$ cat src/rtl/i2c_pkg.sv
// Shared I2C definitions: target FSM states, ACK/NACK levels, R/W bit values.
package i2c_pkg;

    localparam int unsigned BYTE_W = 8;
    localparam int unsigned CNT_W  = 3;

    typedef enum logic [2:0] {
        IDLE,
        ADDR,
        ADDR_ACK,
        RX_DATA,
        RX_ACK,
        TX_DATA,
        TX_ACK,
        WAIT_STOP
    } state_e;

    localparam logic ACK      = 1'b0;
    localparam logic NACK     = 1'b1;
    localparam logic RW_WRITE = 1'b0;
    localparam logic RW_READ  = 1'b1;

endpackage

$ cat src/rtl/i2c_slave_responder_if.sv
// Bus and local byte-port signals of the I2C target.
interface i2c_slave_responder_if;
    import i2c_pkg::*;

    logic              scl_in;
    logic              sda_in;
    logic              sda_out;
    logic [BYTE_W-1:0] rx_data;
    logic              rx_valid;
    logic              rx_ready;
    logic [BYTE_W-1:0] tx_data;
    logic              tx_load;
    logic              busy;
    logic              addr_hit;

    modport slave (
        input  scl_in, sda_in, rx_ready, tx_data,
        output sda_out, rx_data, rx_valid, tx_load, busy, addr_hit
    );

    modport master (
        output scl_in, sda_in, rx_ready, tx_data,
        input  sda_out, rx_data, rx_valid, tx_load, busy, addr_hit
    );

endinterface

$ cat src/rtl/i2c_bus_sync.sv
// SCL/SDA synchronizers with SCL edge and START/STOP condition detection.
module i2c_bus_sync #(
    parameter int unsigned SYNC_STAGES = 2
) (
    input  logic clk,
    input  logic rst_n,
    input  logic scl_in,
    input  logic sda_in,
    output logic sda_s,
    output logic scl_rise,
    output logic scl_fall,
    output logic start_det,
    output logic stop_det
);

    logic [SYNC_STAGES-1:0] scl_sync_q, scl_sync_d;
    logic [SYNC_STAGES-1:0] sda_sync_q, sda_sync_d;
    logic                   scl_prev_q, scl_prev_d;
    logic                   sda_prev_q, sda_prev_d;
    logic                   scl_s;

    assign scl_s = scl_sync_q[SYNC_STAGES-1];
    assign sda_s = sda_sync_q[SYNC_STAGES-1];

    always_comb begin
        scl_sync_d = {scl_sync_q[SYNC_STAGES-2:0], scl_in};
        sda_sync_d = {sda_sync_q[SYNC_STAGES-2:0], sda_in};
        scl_prev_d = scl_s;
        sda_prev_d = sda_s;
    end

    // Idle bus reads high, so the chains reset to 1 to avoid false edges.
    always_ff @(posedge clk or negedge rst_n) begin
        if (!rst_n) begin
            scl_sync_q <= '1;
            sda_sync_q <= '1;
            scl_prev_q <= 1'b1;
            sda_prev_q <= 1'b1;
        end else begin
            scl_sync_q <= scl_sync_d;
            sda_sync_q <= sda_sync_d;
            scl_prev_q <= scl_prev_d;
            sda_prev_q <= sda_prev_d;
        end
    end

    assign scl_rise  = scl_s & ~scl_prev_q;
    assign scl_fall  = ~scl_s & scl_prev_q;
    assign start_det = scl_s & scl_prev_q & sda_prev_q & ~sda_s;
    assign stop_det  = scl_s & scl_prev_q & ~sda_prev_q & sda_s;

endmodule

$ cat src/rtl/i2c_slave_responder.sv
// I2C target: 7-bit address match, write bytes to rx port, read bytes from tx port.
module i2c_slave_responder
    import i2c_pkg::*;
#(
    parameter logic [6:0]  SLAVE_ADDR  = 7'h01,
    parameter int unsigned SYNC_STAGES = 2
) (
    input  logic                  PCLK,
    input  logic                  PRESETn,
    i2c_slave_responder_if.slave  bus
);

    logic sda_s, scl_rise, scl_fall, start_det, stop_det;

    i2c_bus_sync #(.SYNC_STAGES(SYNC_STAGES)) u_sync (
        .clk       (PCLK),
        .rst_n     (PRESETn),
        .scl_in    (bus.scl_in),
        .sda_in    (bus.sda_in),
        .sda_s     (sda_s),
        .scl_rise  (scl_rise),
        .scl_fall  (scl_fall),
        .start_det (start_det),
        .stop_det  (stop_det)
    );

    state_e             state_q, state_d;
    logic [CNT_W-1:0]   cnt_q, cnt_d;
    logic [BYTE_W-1:0]  shift_q, shift_d;
    logic [BYTE_W-1:0]  tx_shift_q, tx_shift_d;
    logic [BYTE_W-1:0]  rx_data_q, rx_data_d;
    logic               rw_q, rw_d;
    logic               ack_due_q, ack_due_d;
    logic               sda_q, sda_d;
    logic               busy_q, busy_d;
    logic               rx_valid_q, rx_valid_d;
    logic               tx_load_q, tx_load_d;
    logic               addr_hit_q, addr_hit_d;
    logic               load_tx;
    logic [BYTE_W-1:0]  in_byte;

    assign in_byte = {shift_q[BYTE_W-2:0], sda_s};

    always_comb begin
        state_d    = state_q;
        cnt_d      = cnt_q;
        shift_d    = shift_q;
        tx_shift_d = tx_shift_q;
        rx_data_d  = rx_data_q;
        rw_d       = rw_q;
        ack_due_d  = ack_due_q;
        sda_d      = sda_q;
        busy_d     = busy_q;
        rx_valid_d = 1'b0;
        tx_load_d  = 1'b0;
        addr_hit_d = 1'b0;
        load_tx    = 1'b0;

        // Bus conditions override everything, including an ACK we are driving.
        if (stop_det) begin
            state_d   = IDLE;
            sda_d     = NACK;
            busy_d    = 1'b0;
            cnt_d     = '0;
            ack_due_d = 1'b0;
        end else if (start_det) begin
            state_d   = ADDR;
            sda_d     = NACK;
            cnt_d     = '0;
            ack_due_d = 1'b0;
        end else begin
            unique case (state_q)
                ADDR: begin
                    if (scl_rise && !ack_due_q) begin
                        shift_d = in_byte;
                        cnt_d   = cnt_q + 3'd1;
                        if (cnt_q == 3'd7) begin
                            if (in_byte[7:1] == SLAVE_ADDR) begin
                                addr_hit_d = 1'b1;
                                busy_d     = 1'b1;
                                rw_d       = in_byte[0];
                                ack_due_d  = 1'b1;
                            end else begin
                                busy_d  = 1'b0;
                                state_d = WAIT_STOP;
                            end
                        end
                    end else if (scl_fall && ack_due_q) begin
                        ack_due_d = 1'b0;
                        sda_d     = ACK;
                        state_d   = ADDR_ACK;
                    end
                end
                ADDR_ACK: begin
                    if (scl_fall) begin
                        if (rw_q == RW_WRITE) begin
                            sda_d   = NACK;
                            cnt_d   = '0;
                            state_d = RX_DATA;
                        end else begin
                            load_tx = 1'b1;
                        end
                    end
                end
                RX_DATA: begin
                    if (scl_rise && !ack_due_q) begin
                        shift_d = in_byte;
                        cnt_d   = cnt_q + 3'd1;
                        if (cnt_q == 3'd7) ack_due_d = 1'b1;
                    end else if (scl_fall && ack_due_q) begin
                        ack_due_d = 1'b0;
                        if (bus.rx_ready) begin
                            sda_d      = ACK;
                            rx_data_d  = shift_q;
                            rx_valid_d = 1'b1;
                            state_d    = RX_ACK;
                        end else begin
                            state_d = WAIT_STOP;
                        end
                    end
                end
                RX_ACK: begin
                    if (scl_fall) begin
                        sda_d   = NACK;
                        state_d = RX_DATA;
                    end
                end
                TX_DATA: begin
                    if (scl_fall) begin
                        if (cnt_q == 3'd7) begin
                            sda_d   = NACK;
                            cnt_d   = '0;
                            state_d = TX_ACK;
                        end else begin
                            sda_d      = tx_shift_q[BYTE_W-1];
                            tx_shift_d = {tx_shift_q[BYTE_W-2:0], 1'b0};
                            cnt_d      = cnt_q + 3'd1;
                        end
                    end
                end
                TX_ACK: begin
                    if (scl_rise) begin
                        if (sda_s == ACK) begin
                            ack_due_d = 1'b1;
                        end else begin
                            busy_d  = 1'b0;
                            state_d = WAIT_STOP;
                        end
                    end else if (scl_fall && ack_due_q) begin
                        ack_due_d = 1'b0;
                        load_tx   = 1'b1;
                    end
                end
                default: begin
                    sda_d = NACK;
                end
            endcase
        end

        // MSB goes out on the same edge that captures the new byte.
        if (load_tx) begin
            tx_load_d  = 1'b1;
            sda_d      = bus.tx_data[BYTE_W-1];
            tx_shift_d = {bus.tx_data[BYTE_W-2:0], 1'b0};
            cnt_d      = '0;
            state_d    = TX_DATA;
        end
    end

    always_ff @(posedge PCLK or negedge PRESETn) begin
        if (!PRESETn) begin
            state_q    <= IDLE;
            cnt_q      <= '0;
            shift_q    <= '0;
            tx_shift_q <= '0;
            rx_data_q  <= '0;
            rw_q       <= RW_WRITE;
            ack_due_q  <= 1'b0;
            sda_q      <= NACK;
            busy_q     <= 1'b0;
            rx_valid_q <= 1'b0;
            tx_load_q  <= 1'b0;
            addr_hit_q <= 1'b0;
        end else begin
            state_q    <= state_d;
            cnt_q      <= cnt_d;
            shift_q    <= shift_d;
            tx_shift_q <= tx_shift_d;
            rx_data_q  <= rx_data_d;
            rw_q       <= rw_d;
            ack_due_q  <= ack_due_d;
            sda_q      <= sda_d;
            busy_q     <= busy_d;
            rx_valid_q <= rx_valid_d;
            tx_load_q  <= tx_load_d;
            addr_hit_q <= addr_hit_d;
        end
    end

    assign bus.sda_out  = sda_q;
    assign bus.rx_data  = rx_data_q;
    assign bus.rx_valid = rx_valid_q;
    assign bus.tx_load  = tx_load_q;
    assign bus.busy     = busy_q;
    assign bus.addr_hit = addr_hit_q;

endmodule

$ cat src/flat_wrapper.sv
// flat-port wrapper written by rule: the top's interface ports become plain ports
module i2c_slave_responder_flat import i2c_pkg::*;
#(
    parameter logic [6:0]  SLAVE_ADDR  = 7'h01,
    parameter int unsigned SYNC_STAGES = 2
)
  (PCLK, PRESETn, bus_scl_in, bus_sda_in, bus_rx_ready, bus_tx_data, bus_sda_out, bus_rx_data, bus_rx_valid, bus_tx_load, bus_busy, bus_addr_hit);
  i2c_slave_responder_if bus_i ();
  input  logic PCLK;
  input  logic PRESETn;
  input wire logic [$bits(bus_i.scl_in)-1:0] bus_scl_in;
  input wire logic [$bits(bus_i.sda_in)-1:0] bus_sda_in;
  input wire logic [$bits(bus_i.rx_ready)-1:0] bus_rx_ready;
  input wire logic [$bits(bus_i.tx_data)-1:0] bus_tx_data;
  output wire logic [$bits(bus_i.sda_out)-1:0] bus_sda_out;
  output wire logic [$bits(bus_i.rx_data)-1:0] bus_rx_data;
  output wire logic [$bits(bus_i.rx_valid)-1:0] bus_rx_valid;
  output wire logic [$bits(bus_i.tx_load)-1:0] bus_tx_load;
  output wire logic [$bits(bus_i.busy)-1:0] bus_busy;
  output wire logic [$bits(bus_i.addr_hit)-1:0] bus_addr_hit;
  assign bus_i.scl_in = bus_scl_in;
  assign bus_i.sda_in = bus_sda_in;
  assign bus_i.rx_ready = bus_rx_ready;
  assign bus_i.tx_data = bus_tx_data;
  assign bus_sda_out = bus_i.sda_out;
  assign bus_rx_data = bus_i.rx_data;
  assign bus_rx_valid = bus_i.rx_valid;
  assign bus_tx_load = bus_i.tx_load;
  assign bus_busy = bus_i.busy;
  assign bus_addr_hit = bus_i.addr_hit;
  i2c_slave_responder #(.SLAVE_ADDR(SLAVE_ADDR), .SYNC_STAGES(SYNC_STAGES)) u_core (.PCLK(PCLK), .PRESETn(PRESETn), .bus(bus_i));
endmodule
$ cat config.mk
export PLATFORM = sky130hd
export DESIGN_NAME = i2c_slave_responder_flat
export DESIGN_NICKNAME = d
export VERILOG_FILES = /design/src/rtl/i2c_pkg.sv /design/src/rtl/i2c_slave_responder_if.sv /design/src/rtl/i2c_bus_sync.sv /design/src/rtl/i2c_slave_responder.sv /design/src/flat_wrapper.sv
export SDC_FILE = /design/constraint.sdc
export NUM_CORES = 1
export LEC_CHECK = 0
export CAP_MARGIN = 20
export CORE_ASPECT_RATIO = 1.25
export CORE_MARGIN = 2
export CORE_UTILIZATION = 35
export CTS_BUF_LIST = sky130_fd_sc_hd__clkbuf_4
export DETAILED_ROUTE_END_ITERATION = 8
export MAX_ROUTING_LAYER = met4
export PLACE_DENSITY_LB_ADDON = 0.05
export REMOVE_ABC_BUFFERS = 1
export SETUP_SLACK_MARGIN = 0.05
export SLEW_MARGIN = 10
export SYNTH_ARGS = -nofsm -noshare
export SYNTH_HDL_FRONTEND = slang
export SYNTH_SLANG_ARGS = --single-unit
$ cat constraint.sdc
create_clock -name PCLK -period 3.9 [get_ports PCLK]
set_clock_uncertainty 0.2 [all_clocks]
set_input_delay 0.585 -clock PCLK [delete_from_list [all_inputs] [get_ports PCLK]]
set_output_delay 0.585 -clock PCLK [all_outputs]
set_load 0.01 [all_outputs]
Fig. 1: signal wires on met1
Bar = 20 microns. Cells faint in the background.
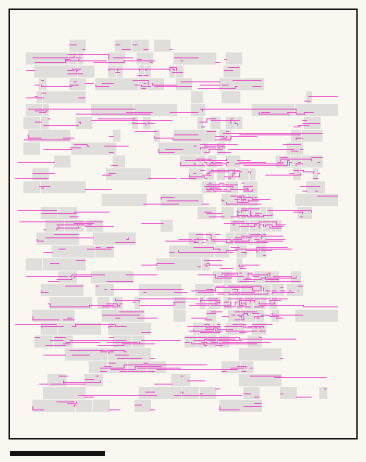
longest straight run: 22.5 microns
main direction: horizontal
wire length on this layer: 1,870 microns
nets with wire on the layer: 209
share of all routed wire: 42%
M1 GR Usage: 0.199
via count of the routed design: 1,572

Fig. 2: met2 routing
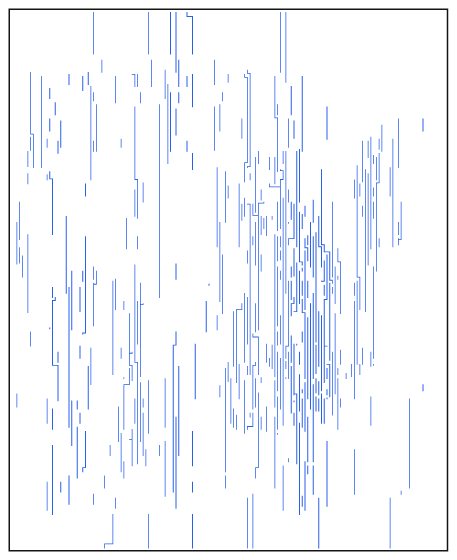
wire length on this layer: 2,220 microns
nets with wire on the layer: 199
longest straight run: 38.1 microns
main direction: vertical
met2 GRT Util: 0.221
total wire length after detailed routing: 4.48 mm

Fig. 3: signal wires on met3
Bar = 20 microns.
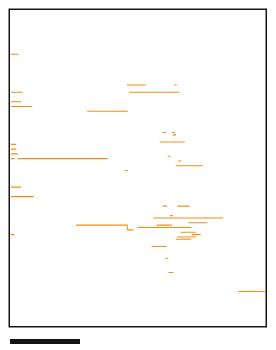
nets with wire on the layer: 30
share of all routed wire: 4.4%
global routing usage on met3: 0.0335

Fig. 4: M4 wires
Bar = 20 microns.
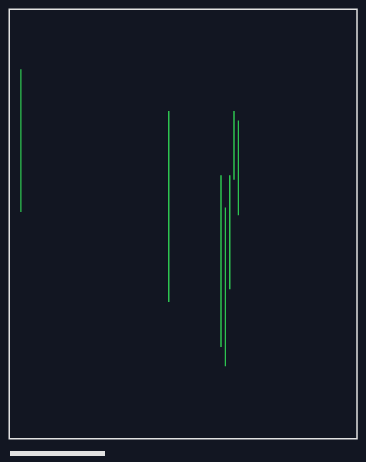
longest straight run: 40.1 microns
wire length on this layer: 197 microns
share of all routed wire: 4.4%
main direction: vertical

Fig. 5: clock nets
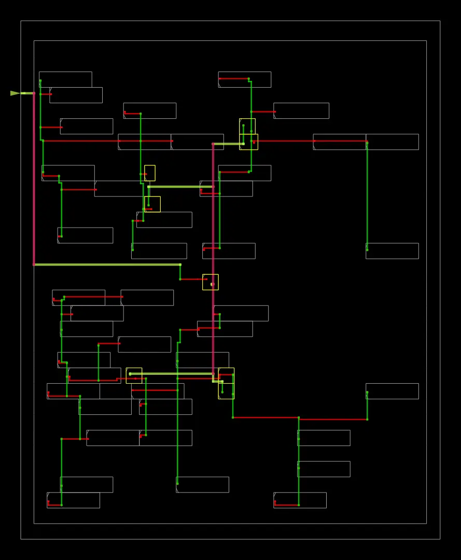
TritonCTS sink count: 42
clkbuf count: 5
number of sequential cells: 42
clk ins delay skew pair: 0.35 ns
power dissipated in the clock network: 219 uW

-- per-stage QoR --
step | instances | util | area, sq um | hold WS (ns) | total power, uW
5_1_grt | 279 | 0.419 | 2420 | 0.172 | 1480
6_report | 279 | 0.419 | 2420 | 0.134 | 1360
3_3_place_gp | 271 | 0.409 | 2360 | 0.147 | 1140
4_1_cts | 279 | 0.419 | 2420 | 0.168 | 1370
2_1_floorplan | 180 | - | 2040 | 0.0894 | 992
3_5_place_dp | 271 | 0.409 | 2360 | 0.149 | 1150
-- logic make-up (layout without fill, tap and decap cells) --
group / Yosys count / in the layout
and+or+nand+nor: 55 / 55
AOI/OAI and AO/OA: 42 / 42
DFF: 42 / 42
muxes: 30 / 30
buffers and inverters: 20 / 41
adders and majority gates: 2 / 2
xor gates and xnor gates: 1 / 1
==> deck_impl_summary.md <==
Run Summary

Run status
  • Result of the run: complete, no violations

Clock network
  • Setup fix buffers added after clock tree synthesis: 0
  • Clock tree buffer depth: 2

Floorplan
  • Row count: 31
  • X dimension of the die: 73.2 microns
  • Floorplan-stage core utilization: 0.363

Final timing
  • Final Hold Fails: 0
  • Unrepaired setup endpoints after global routing: no
  • Final min period: 2.40 ns
  • Slew HR: 0.384
  • Total count of max-transition violations in the final report: 0

Logic synthesis
  • Dominant register cell: dfrtp_1
  • Post-Synth XOR/XNOR Area: 0.00418
  • Syn_area_per_cell: 10.9 sq um
  • Post-synth tally of flip-flops with integrated enable: 0
  • Synth top cell by count: dfrtp_1
  • Mux cell area share after synthesis: 0.155
  • Fraction of registers with async set or reset after synthesis: 1.00
  • Area share of the largest cell type after synthesis: 0.418
  • Number of cells produced by synthesis: 192
  • AO/OA Area Share: 0.136

Pwr
  • Design internal power: 846 uW
  • Maximum VDD drop: 0.000283 V
  • Combinational share of power: 0.339
  • Lkg Pwr: 0.00111 uW
  • Proportion of power drawn by the clock network: 0.161
  • Highest-power group: sequential cells
  • Power attributed to combinational cells: 461 uW

Critical path
  • Flop-to-flop setup slack: 1.50 ns
  • Arrival time reported for the critical path endpoint: 2.45 ns
  • Data required time at the worst endpoint: 3.94 ns
  • Worst setup path startpoint: u_core.state_q[1]
  • Cells along the critical path: inv_2 -> or4_1 -> o21ai_1 -> a21oi_1 -> mux2_1
  • Sum of buffers and inverters on the critical path: 1
  • Crit end category: register
  • CP Max Fanout: 15

Hold path
  • Class of the worst hold path: input pin to async pin

Final layout
  • Share of layout cells above drive strength 1: 0.103
  • Storage element area: 0.00106 sq mm
  • Non-clk invs: 8
  • Nets@finish: 227
  • Ant diodes: 0

Detailed routing
  • Number of DRC markers in iteration 0: 191
  • Number of vias per cell after detailed routing: 5.63
  • DRC violation count after routing: 0
  • Wire length on met2: 2.22 mm
  • Routed wirelength normalized by instance count: 16.1 microns

Job
  • Stage-log warning count: 25
Power is estimated from default activity; no workload was simulated.
